Design sme_feeder, sky130hd; sources not shown.
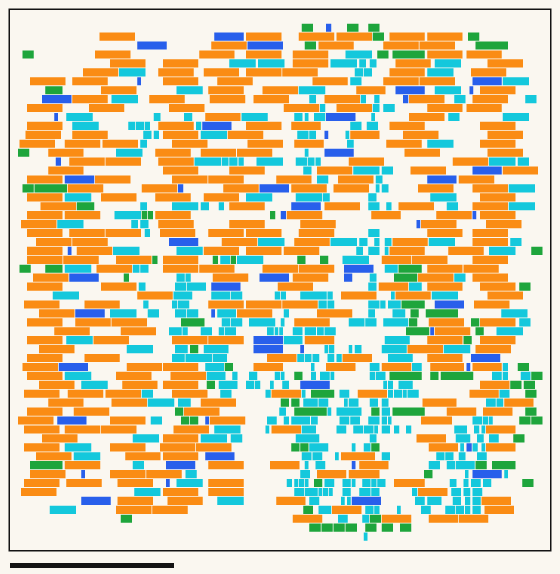
*Placement by cell class*
The bar under the picture is 50 um long.
green -> other buffers and delay cells  # cells 83
cyan -> combinational and other logic  # cells 351
orange -> flops  # cells 300
blue -> clock drivers and dummy loads  # cells 54
register fraction of the total cell area: 0.596
Layout Cell Area excl Fill: 0.0148 mm^2
Final Util: 0.585
number of rows in the core area: 58
Std-Cell Core Area: 0.0253 mm^2

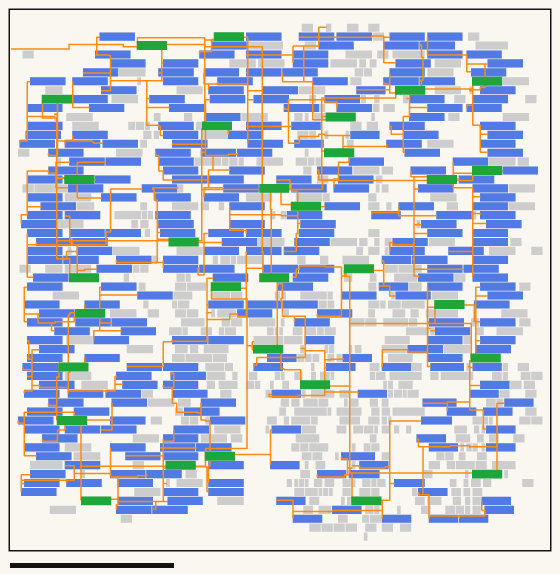
*Routed clock nets over the placement*
The bar under the picture is 50 um long.
green -> clock drivers  # count 30
blue -> flip-flops  # count 300
orange -> clock wires  # length 3370 um
flops lie = widely spread
routed clock nets = 31
Worst Clk Skew: 0.00845 ns
Clk pwr share: 0.275
Insertion Delay late pin: 0.55 ns

==> flow_metrics.py <==
# Physical implementation metrics
metrics = {
    "sta": {
        "drv_slew": 0,
        "clock.fmax_mhz": 311,
        "finalHoldViolations": 0,
        "rsz0062_at_grt": "false",
        "finalSetupViolations": 0,
        "worst_slew_pin_slew_ns": 1.16,
        "slew_headroom": 0.224,
        "period_needed_ns": 3.21,
        "min_period_over_period": 0.974,
    },
    "cells_and_area": {
        "drive_above_1_share": 0.263,
        "areaGrowthSynthToFinish_pct": 19.5,
        "most-common-layout-cells": "sky130_fd_sc_hd__edfxtp_1, sky130_fd_sc_hd__mux4_2, sky130_fd_sc_hd__dfrtp_1",
        "final_layout_top_logic_cell": "sky130_fd_sc_hd__edfxtp_1",
        "antennaDiodeCount": 0,
        "largest_reg_flops": 256,
        "num-nets-final": 785,
    },
    "placement": {
        "detailed_place.area_mm2": 0.0132,
        "post-dp-hpwl_um": 16300,
        "gp_routability_congestion": 0.765,
        "placement.io_buffers": 34,
    },
    "route": {
        "via_count": 6606,
        "post_drt_wl_per_cell_um": 23.7,
        "detailroute.wirelength.met3_um": 1200,
        "wl_met1_um": 11800,
        "totalWireLength_um": 26500,
        "post_drt_via_cell_ratio": 5.91,
        "route.antenna.remaining_nets": 0,
        "post-route-drc-count": 0,
        "drt_first_pass_iters": 5,
        "detail_route.iter0.violations": 606,
        "routed.top_layer": "met4",
        "met2_wirelength_um": 12900,
    },
    "power_and_ir_drop": {
        "static-leakage-power_nw": 4.94,
        "seqPwrFrac": 0.422,
        "switching_share": 0.315,
        "p_int_mw": 7.72,
        "portion_of_total_power_attributed_to_combinational_logic": 0.302,
        "power-per-cell-area_mw_per_mm2": 763,
        "peakVddDrop_uv": 374,
        "power.switching_mw": 3.56,
    },
    "yosys": {
        "seq_area_frac_synth": 0.711,
        "post_synth_ao_oa_area_fraction": 0.0586,
        "yosys.cell_types.count": 61,
        "syn_std_cell_area_mm2": 0.0124,
        "synth_stat.cells": 693,
        "synthSimpleGateAreaFrac": 0.0553,
        "syn_inst": 693,
        "adder_share": 0.00506,
        "synthArstFlopShare": 0.147,
        "synth-main-ff-cell": "sky130_fd_sc_hd__edfxtp_1",
        "synth.yosys.chip_area_mm2": 0.0124,
        "synthXorXnorAreaFrac": 0.0120,
        "synth_warnings": 0,
        "post_synth_mux_area_share": 0.139,
        "synth_largest_type_area_fraction": 0.622,
        "synth.largest_area_cell": "sky130_fd_sc_hd__edfxtp_1",
        "synthesis.area_per_instance_um2": 17.8,
        "synthTopCellsByArea": "sky130_fd_sc_hd__edfxtp_1, sky130_fd_sc_hd__mux4_2, sky130_fd_sc_hd__dfrtp_1",
        "edf_count": 256,
        "postSynthRegisterBits": 300,
        "post_synth_main_logic_family": "multiplexers",
    },
    "worst_setup_path": {
        "worstRegToRegCells": 11,
        "critical_path_required_ns": 3.56,
        "crit_path_max_fanout": 8,
        "timing.setup.critical_path_class": "flip-flop to flip-flop",
        "r2r_setup_slack_ns": 0.09,
        "timing.critical_path.from_type": "flip-flop",
        "data_arrival_time_at_the_worst_slack_endpoint_ns": 3.47,
        "timing.critical_path.to_type": "flip-flop",
    },
    "cts": {
        "cts_max_level": 1,
        "cts_tree": "built",
        "ctsLongestPathBuffers": 3,
        "cts_made_buffers": 30,
        "path_clk_slew_ns": 0.06,
        "clk_sink_count": 300,
        "clockRootBuffer": "sky130_fd_sc_hd__clkbuf_16",
        "cts-hold-fix-buffers": 0,
    },
    "status": {
        "outcome": "finished, final reports clean",
    },
    "flow_run": {
        "cap_violations": 0,
        "log.warning_count": 26,
    },
    "die": {
        "dieWidth_um": 165,
        "die_height_um": 165,
        "num_io_pins": 35,
        "chipArea_mm2": 0.0271,
        "fp_util": 0.490,
    },
    "global_route": {
        "grt_antenna_before_repair": 0,
        "grt_start_max_net_pins": 44,
        "grt.total_usage": 0.209,
        "first_global_vias": 6627,
        "first_pass_grt_wire_length_um": 40700,
        "global_route.overflow_total": 0,
    },
    "worst_hold_path": {
        "timing.hold.worst.class": "input port to asynchronous set/reset pin",
    },
}
kinds of logic (layout without fill, tap and decap cells):
group / count (synthesis) / after routing
compound gates: 102 / 105
xor+xnor: 17 / 17
buf+inv: 53 / 145
flops: 300 / 300
fa+ha+maj: 5 / 5
simple gates: 124 / 124
mux: 92 / 92
what timing repair did:
action                     in CTS  in global routing
setup endpoints to repair     254                186
cloned                          2                  1
setup buffers                  13                  6
pin swaps                      10                  8
resized                        44                  5
worst max-delay path, stage by stage, from the launching register on:
cell                      delay, ns
sky130_fd_sc_hd__dfrtp_4       0.50
sky130_fd_sc_hd__or3b_4        0.39
sky130_fd_sc_hd__and2_4        0.15
sky130_fd_sc_hd__inv_2         0.07
sky130_fd_sc_hd__ha_1          0.24
sky130_fd_sc_hd__or2_4         0.24
sky130_fd_sc_hd__a21oi_4       0.16
sky130_fd_sc_hd__buf_4         0.15
sky130_fd_sc_hd__o21ai_4       0.11
sky130_fd_sc_hd__or4b_4        0.59
sky130_fd_sc_hd__nor2_4        0.16
sky130_fd_sc_hd__buf_12        0.16
area by class of cell:
class	count	area, um^2
inverters	8	30.0
fillers	1888	10500
well taps	330	413
multi-input cells	343	3650
flip-flops and latches	300	8800
clock buffers	31	776
repair buffers	83	980
clock inverters	23	124
synthesized netlist by cell type, types with 6 or more instances:
cell type,instances
sky130_fd_sc_hd__a211oi_1,18
sky130_fd_sc_hd__a21oi_1,21
sky130_fd_sc_hd__a221o_1,8
sky130_fd_sc_hd__buf_1,7
sky130_fd_sc_hd__buf_2,9
sky130_fd_sc_hd__clkbuf_1,25
sky130_fd_sc_hd__dfrtp_1,43
sky130_fd_sc_hd__edfxtp_1,256
sky130_fd_sc_hd__inv_1,8
sky130_fd_sc_hd__mux2i_1,26
sky130_fd_sc_hd__mux4_2,64
sky130_fd_sc_hd__nand2_1,21
sky130_fd_sc_hd__nand3_1,11
sky130_fd_sc_hd__nor2_1,21
sky130_fd_sc_hd__nor2b_1,17
sky130_fd_sc_hd__nor3_1,18
sky130_fd_sc_hd__nor4_1,6
sky130_fd_sc_hd__o21ai_0,13
sky130_fd_sc_hd__o22ai_1,8
sky130_fd_sc_hd__xnor2_1,6
sky130_fd_sc_hd__xor2_1,11
routing by layer:
layer,track usage,vias up
met5,-,-
met4,0.0569,0
met3,0.0269,41
met2,0.325,168
met1,0.296,3428
li1,-,2969
per-stage QoR:
stage / power [mW] / TNS [ns] / setup slack [ns] / instances / hold WS [ns]
final: 11.3 / 0 / 0.0858 / 1118 / 0.406
after detailed placement: 7.94 / -275.04 / -1.65 / 1034 / 0.482
after global placement: 7.91 / -417.59 / -2.43 / 1012 / 0.462
after global routing: 11.8 / 0 / 0.000217 / 1118 / 0.438
after CTS: 11.3 / -0.0356 / -0.00522 / 1103 / 0.407
after floorplan: 6.96 / -61.82 / -0.898 / 648 / 0.450
power groups by stage:
stage | clock (mW) | sequential (mW) | combinational (mW)
after floorplan | 0 | 5.08 | 1.88
after global placement | 0 | 5.11 | 2.80
after detailed placement | 0 | 4.89 | 3.04
after CTS | 3.18 | 4.77 | 3.35
after global routing | 3.33 | 4.82 | 3.68
final | 3.11 | 4.76 | 3.41
No activity file was given, so power comes from the tool's default toggle rates.
